File: src/rtl/fwd_pkg.sv
// Shared encodings for the forwarding / hazard controller.
// Holds the fwd_sel codes, the load-use FSM states and the stall counter width.
package fwd_pkg;

  // Operand source selected by the EX-stage forwarding muxes.
  typedef enum logic [1:0] {
    FWD_RF    = 2'b00,  // register file
    FWD_MEMWB = 2'b01,  // MEM/WB pipeline register
    FWD_EXMEM = 2'b10,  // EX/MEM pipeline register
    FWD_WBRF  = 2'b11   // WB write port (non-write-through register files)
  } fwd_sel_e;

  // Load-use stall sequencer.
  typedef enum logic {
    IDLE    = 1'b0,
    LDSTALL = 1'b1
  } ld_state_e;

  // Wide enough for LOAD_STALL_CYC up to 7.
  localparam int CNT_W = 3;

endpackage

File: src/rtl/fwd_scoreboard.sv
// Pending-write scoreboard for multi-cycle (mul/div) results.
// One bit per architectural register; register 0 is never marked pending.
module fwd_scoreboard #(
  parameter int AW = 5
) (
  input  logic                 clk,
  input  logic                 rst_n,
  input  logic                 set_en,
  input  logic [AW-1:0]        set_addr,
  input  logic                 clr_en,
  input  logic [AW-1:0]        clr_addr,
  output logic [(1<<AW)-1:0]   pending,
  output logic                 busy
);

  logic [(1<<AW)-1:0] pending_d;

  // Next pending vector: clear first, then set, so a same-cycle set wins.
  always_comb begin
    // NOTE: every always_comb output gets a full default first; a path that
    // leaves a variable unassigned would infer a latch.
    pending_d = pending;
    if (clr_en) pending_d[clr_addr] = 1'b0;
    if (set_en && (set_addr != '0)) pending_d[set_addr] = 1'b1;
  end

  // Register the vector and its OR-reduction so busy tracks pending exactly.
  always_ff @(posedge clk or negedge rst_n) begin
    if (!rst_n) begin
      // NOTE: this array lives in flops, not a RAM macro, so an async clear of
      // the whole vector is possible and is needed to drop stale pending bits.
      pending <= '0;
      busy    <= 1'b0;
    end else begin
      pending <= pending_d;
      busy    <= |pending_d;
    end
  end

endmodule

File: src/rtl/fwd_hazard_ctrl.sv
// Forwarding-select and hazard-stall controller for a 5-stage pipeline.
// Optional feature: define FWD_WB_BYPASS_EN to add the WB write-port bypass
// (fwd_sel = 2'b11) for register files that are not write-through.
module fwd_hazard_ctrl
  import fwd_pkg::*;
#(
  parameter int REG_AW         = 5,
  parameter int NUM_SRC        = 2,
  parameter int LOAD_STALL_CYC = 1
) (
  input  logic                      clk,
  input  logic                      rst_n,
  input  logic [NUM_SRC*REG_AW-1:0] id_src,
  input  logic [NUM_SRC-1:0]        id_src_used,
  input  logic [REG_AW-1:0]         ex_rd,
  input  logic                      ex_regwrite,
  input  logic                      ex_memread,
  input  logic [REG_AW-1:0]         mem_rd,
  input  logic                      mem_regwrite,
  input  logic [REG_AW-1:0]         wb_rd,
  input  logic                      wb_regwrite,
  input  logic                      long_issue,
  input  logic [REG_AW-1:0]         long_rd,
  input  logic                      long_done,
  input  logic [REG_AW-1:0]         long_done_rd,
  output logic [NUM_SRC*2-1:0]      fwd_sel,
  output logic                      stall,
  output logic                      sb_busy
);

  localparam logic [CNT_W-1:0] CNT_INIT = CNT_W'(LOAD_STALL_CYC - 1);

  logic [(1<<REG_AW)-1:0] sb_pending;
  logic                   load_use;
  logic                   sb_hit;
  logic [NUM_SRC*2-1:0]   fwd_sel_d;
  logic [REG_AW-1:0]      src;
  fwd_sel_e               sel;
  ld_state_e              state;
  logic [CNT_W-1:0]       cnt;

  fwd_scoreboard #(
    .AW (REG_AW)
  ) u_scoreboard (
    .clk      (clk),
    .rst_n    (rst_n),
    .set_en   (long_issue),
    .set_addr (long_rd),
    .clr_en   (long_done),
    .clr_addr (long_done_rd),
    .pending  (sb_pending),
    .busy     (sb_busy)
  );

`ifndef FWD_WB_BYPASS_EN
  // WB port is unused when the register file writes through.
  logic unused_wb;
  assign unused_wb = ^{wb_rd, wb_regwrite};
`endif

  // Hazard detection: load-use against the EX load, RAW against pending long ops.
  always_comb begin
    load_use = 1'b0;
    sb_hit   = 1'b0;
    for (int k = 0; k < NUM_SRC; k++) begin
      if (id_src_used[k]) begin
        if (ex_memread && (ex_rd != '0) && (ex_rd == id_src[k*REG_AW +: REG_AW]))
          load_use = 1'b1;
        if (sb_pending[id_src[k*REG_AW +: REG_AW]])
          sb_hit = 1'b1;
      end
    end
  end

  assign stall = load_use | (state == LDSTALL) | sb_hit;

  // Per-source forward select, youngest producer first.
  always_comb begin
    fwd_sel_d = '0;
    src       = '0;
    sel       = FWD_RF;
    for (int k = 0; k < NUM_SRC; k++) begin
      src = id_src[k*REG_AW +: REG_AW];
      sel = FWD_RF;
      if (id_src_used[k] && (src != '0)) begin
        if (ex_regwrite && (ex_rd == src))
          sel = FWD_EXMEM;
        else if (mem_regwrite && (mem_rd == src))
          sel = FWD_MEMWB;
`ifdef FWD_WB_BYPASS_EN
        else if (wb_regwrite && (wb_rd == src))
          sel = FWD_WBRF;
`endif
      end
      fwd_sel_d[k*2 +: 2] = sel;
    end
  end

  // Register forward selects for the next EX cycle; a stall loads a bubble.
  always_ff @(posedge clk or negedge rst_n) begin
    if (!rst_n) begin
      fwd_sel <= '0;
    end else if (stall) begin
      // NOTE: sequential state uses non-blocking assignments so every flop
      // samples pre-edge values regardless of statement order.
      fwd_sel <= '0;
    end else begin
      fwd_sel <= fwd_sel_d;
    end
  end

  // Load-use sequencer: extends the detection cycle to LOAD_STALL_CYC cycles.
  always_ff @(posedge clk or negedge rst_n) begin
    if (!rst_n) begin
      state <= IDLE;
      cnt   <= '0;
    end else begin
      case (state)
        IDLE: begin
          if (load_use && (LOAD_STALL_CYC > 1)) begin
            state <= LDSTALL;
            cnt   <= CNT_INIT;
          end
        end
        LDSTALL: begin
          cnt <= cnt - 1'b1;
          if (cnt <= CNT_W'(1)) state <= IDLE;
        end
        default: begin
          state <= IDLE;
          cnt   <= '0;
        end
      endcase
    end
  end

endmodule

File: config.mk
export PLATFORM = sky130hd
export DESIGN_NAME = fwd_hazard_ctrl
export DESIGN_NICKNAME = d
export VERILOG_FILES = /design/src/rtl/fwd_pkg.sv /design/src/rtl/fwd_scoreboard.sv /design/src/rtl/fwd_hazard_ctrl.sv
export SDC_FILE = /design/constraint.sdc
export NUM_CORES = 1
export LEC_CHECK = 0
export CELL_PAD_IN_SITES_DETAIL_PLACEMENT = 0
export CELL_PAD_IN_SITES_GLOBAL_PLACEMENT = 2
export CORE_MARGIN = 5
export CORE_UTILIZATION = 34
export CTS_CLUSTER_SIZE = 14
export DETAILED_ROUTE_END_ITERATION = 10
export PLACE_DENSITY_LB_ADDON = 0.1
export SKIP_LAST_GASP = 1
export SLEW_MARGIN = 20
export SYNTH_ARGS = -nofsm -noshare
export SYNTH_HDL_FRONTEND = slang
export SYNTH_HIERARCHICAL = 1
export SYNTH_SLANG_ARGS = --single-unit
File: constraint.sdc
create_clock -name clk -period 2.25 [get_ports clk]
set_input_delay 0.225 -clock clk [delete_from_list [all_inputs] [get_ports clk]]
set_output_delay 0.225 -clock clk [all_outputs]
set_load 0.05 [all_outputs]
==> images/wires.png <==
Only two layers are drawn.
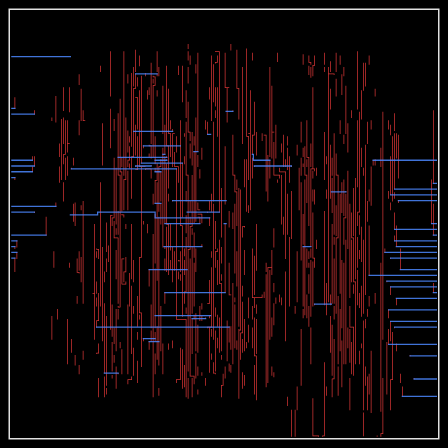
legend:
  metal 2:
    color: red
    wire_length: 4,630 µm
  metal 3:
    color: blue
    wire_length: 539 µm
average routed wire per standard cell: 19.4 µm
number of vias in the routed layout: 2,672
aggregate routed wire length: 9420 µm

==> images/metal_density.png <==
20 x 20 tiles, from dark purple (low) to yellow (high), scaled to the fullest tile. Values are wire area over tile area, all layers added.
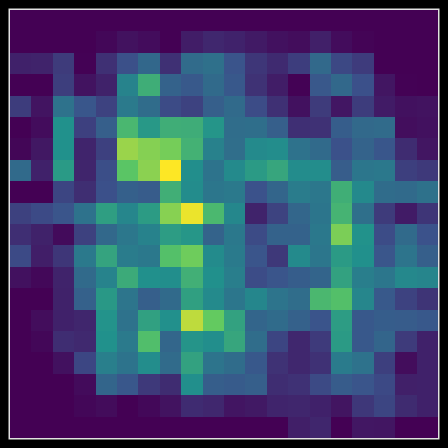
nearly empty tiles: 19%
emptiest ninth of the die: upper right
tiles over half the peak: 13%
fullest tile: 0.57
mean over tiles: 0.15
densest ninth of the die: center

==> images/cell_density.png <==
Bar = 20 µm. 10 x 10 tiles, from dark purple (low) to yellow (high), 0 to 100% covered.
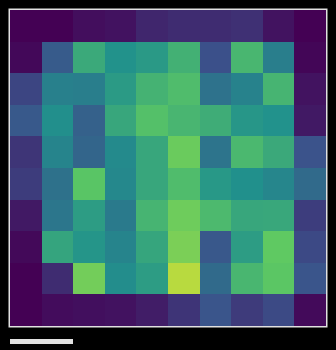
densest ninth of the die: center
fullest tile: 89%
mean over tiles: 39%
share of the core filled with cells: 0.506
area of the core: 8130 µm²
initial cell density of the core: 0.347

==> images/flops_by_reg.png <==
Bar = 20 µm. Other sequential cells in the stronger gray, the rest of the logic in the fainter gray.
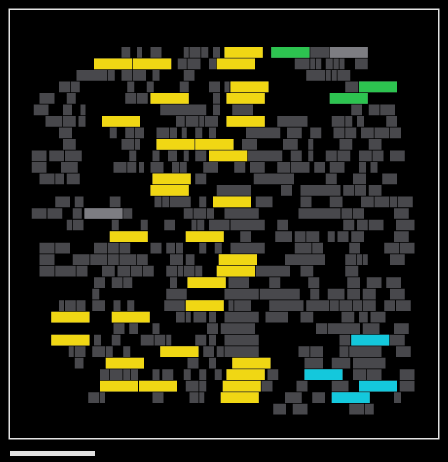
legend:
  `u_scoreboard/pending`:
    color: yellow
    flops: 32
  `cnt`:
    color: green
    flops: 3
  `fwd_sel`:
    color: cyan
    flops: 4
    where: lower right
reported sequential group power: 0.988 mW
area taken by flip-flops and latches: 1030 µm²

==> summary.txt <==
On the backend side, the flow ran end to end.

The flow ran to the end, but the final reports show violations. The final reports fail on negative setup slack. Per STA, the startpoint of the critical path is u_scoreboard/pending[25]$_DFF_PN0_. For this run, the register share of the synthesized area comes to 0.363.

The internal power stands at 1.72 mW. The growth of design area from synthesis to finish stands at 45.9%. Setup repair after global routing could not meet its margin everywhere. The final sum of negative setup slack stands at -0.344 ns. For this design the static power due to leakage is 1.68 nW. The floorplan step set the die height to 101 µm. STA classifies the critical path startpoint as a flop.

Before CTS, the worst setup slack after placement is -0.537 ns. The cell area after synthesis stands at roughly 2800 µm². In the final layout, the share of cells above drive strength 1 is 0.299. The minimum clock period stands at 2.59 ns. The report shows a maximum critical-path fanout of 3. Hold-check failures listed in the final report amount to 0. Pins over their slew limit in the final report were tallied at 0. The slowest stage of the critical path is the mux4_2 cell. Sorting the synthesis cell report by count puts at the top dfrtp_1. The total number of H-tree levels stands at 2. The global-route wire length before repair stands at 15,000 µm. The sink count of the clock tree stands at 41. The initial antenna violation count stands at 0. The count of placed standard cells in the final layout, fillers left out stands at roughly 490.

After synthesis, the share of flip-flops with an asynchronous set or reset is 1.00. The headroom to the max-slew limit stands at 0.581. The cell type that accounts for the most area after synthesis is dfrtp_1. The worst setup skew after layout stands at slightly above 0.003 ns. Warnings raised by the tools during the run amount to 35.

In this run the deepest clock path goes through 2 buffers. The instance area after placement stands at 3850 µm². In the Yosys stats the netlist draws on 48 distinct library cells. The synthesis report names the predominant flop master as dfrtp_1. The count of inserted antenna diode cells stands at 0. The final report gives the standard cell area, fillers excluded, as ~4000 µm². The number of search-and-repair iterations in the first detailed-routing pass stands at 4. The smallest hold slack stands at about 0.48 ns. TritonCTS built the clock tree. The final worst-path setup slack stands at -0.344 ns. The Yosys warning count stands at 6. According to the dpl log, the detail-placed design has an HPWL of 7310 µm. Total power for the finished layout comes to 2.51 mW. The startpoint identified for the worst register-to-register timing path is u_scoreboard/pending[25]$_DFF_PN0_. The via count of the first global-routing pass stands at approximately 2.8k. Data arrives at the worst endpoint at 2.37 ns. The starting DRC count in detailed routing stands at 99. After synthesis the netlist holds a flip-flop and latch count of 41. The slew at the pin closest to its max-slew limit stands at 0.628 ns. Including well taps, the total number of placed cells is 472. The mean instance size in the synthesized netlist stands at 10.6 µm². The share of power burned in the clock network stands at 0.250.

Once detail routing completed, the nets flagged for antenna violations numbered 0. For this run, the post-layout net count is 427. The area reported by Yosys stat stands at approximately 2800 µm². The worst-case vdd ir drop stands at 0.306 mV. Routability-driven placement finished with a final weighted congestion of between 0.8 and 0.9. Of the post-synthesis cell area, the dominant cell type holds 0.363. In this run the core area contains 33 standard-cell rows. In the CTS report, the clock slew at the register clock pins of the worst setup and hold paths is listed as approximately 0.08 ns. TritonCTS created 5 clock buffers. Per the GRT congestion report, total overflow comes to 0. The yosys stat cell total stands at 266. Dividing the detail-routed via count by the number of cells gives 5.50. Clock latency on the worst-skew pair, taken at its later pin, is 0.29 ns. The peak per-stage delay on the critical path stands at 0.48 ns.

STA puts the critical path data required time at a little over 2 ns. The residual DRC count stands at 0. The worst setup path is of the flop to primary output kind. In this run the clock root is driven by a clkbuf_8.

The horizontal die dimension reported for this design is ~100 µm. The report counts max-capacitance violations totalling 0. The layout has 758 filler cells. Checking hold timing, the worst path is listed with class primary input to async pin. The signal on the critical path passes through buf_6 > mux4_2 > mux4_2 > nor2b_2 > nor2_2 > or2_1 > buf_6. The number of enable flip-flop cells stands at 0. The number of port buffers stands at approximately 44. The ratio of total power to cell area stands at 608 nW/µm². The global routing report lists combined usage of all routing layers as 0.190. Switching power as a fraction of the total was reported as 0.313. The post-route clock period utilization stands at 1.15.

The final timing report counts setup violations totalling 1. The power report attributes to the sequential group a share of 0.394. The maximum number of pins on one net before global-route repair stands at 26. Ranked by total cell area, the synthesized netlist is headed by dfrtp_1, mux4_1, o21ai_1.

51 I/O pins were placed.
==> power groups by stage <==
stage / clock (mW) / sequential [mW] / combinational, mW
finish: 0.627 / 0.988 / 0.891
global route: 0.673 / 1.00 / 0.975
CTS: 0.639 / 0.985 / 0.861
detailed placement: 0 / 0.995 / 0.810
global placement: 0 / 1.00 / 0.802
floorplan: 0 / 0.939 / 0.464
==> layout make-up <==
cell class              count  area [µm²]  area share
well taps                 105         131      0.0319
inverters                   4        15.0     0.00365
clock inverters             1        30.0     0.00729
clock buffers               7        86.3      0.0210
repair buffers            118        1040       0.253
multi-input cells         210        1790       0.434
flip-flops and latches     41        1030       0.249
==> cell families (layout without fill, tap and decap cells) <==
family / Yosys count / after routing / synth area share
AOI/OAI and AO/OA: 76 / 76 / 0.175
buffers and inverters: 15 / 130 / 0.0293
xor gates and xnor gates: 22 / 22 / 0.0683
muxes: 23 / 23 / 0.162
adders and majority gates: 2 / 2 / 0.00886
DFF: 41 / 41 / 0.363
and+or+nand+nor: 87 / 87 / 0.193
==> cells in the final DEF (no fill, tap or decap), types with 2 or more instances in the layout <==
cell type / count
buf_12: 2
buf_4: 66
buf_6: 6
clkbuf_8: 6
clkdlybuf4s50_1: 38
dfrtp_1: 41
dlygate4sd2_1: 2
dlymetal6s2s_1: 2
ha_1: 2
inv_1: 4
mux2i_1: 6
mux4_1: 2
mux4_2: 13
nand2_1: 21
nand2b_1: 5
nand3_1: 3
nand4_1: 5
nand4b_1: 6
nand4bb_1: 6
nor2_1: 3
nor3_1: 2
nor4_1: 6
nor4_4: 3
o2111ai_1: 15
o21ai_0: 17
o21ai_1: 32
or2_1: 15
xnor2_1: 9
xor2_1: 13
==> worst max-delay path, delay by kind of cell, from the launching register on <==
family                 cells  cell delay, ns
buffers and inverters      2            0.29
DFF                        1            0.43
muxes                      2            0.91
and+or+nand+nor            3            0.44
==> path summary, 6_finish.rpt <==
kind / depth (start not counted) / slack, ns / end
setup / recovery: 7 / -0.34 / stall
hold / removal: 2 / 0.48 / fwd_sel[1]$_DFF_PN0_
setup reg to reg: 7 / 0.06 / fwd_sel[3]$_DFF_PN0_
hold reg to reg: 1 / 0.49 / cnt[2]$_DFFE_PN0P_
max in group asynchronous: 3 / 1.20 / u_scoreboard/pending[14]$_DFF_PN0_
min in group clk: 1 / 0.49 / cnt[2]$_DFFE_PN0P_
==> per-layer routing <==
metal  share of wire  vias up  track usage
li1                -     1281            -
met1            0.43     1282        0.249
met2            0.49       96        0.323
met3           0.057       13       0.0298
met4           0.018        0       0.0562
met5               0        -            0
==> registers in the layout, summed over array words and instances, names as in the netlist <==
| name | flops |
|---|---|
| cnt | 3 |
| u_scoreboard/pending | 32 |
| fwd_sel | 4 |
| state | 1 |
| u_scoreboard/busy | 1 |
==> timing repair <==
item	CTS	global route
endpoints found under the setup margin	5	5
gates resized	19	14
setup buffers	8	2
hold endpoints to repair	23	0
hold buffers	1	0
pin swaps	8	5
Power and IR drop assume default switching activity.
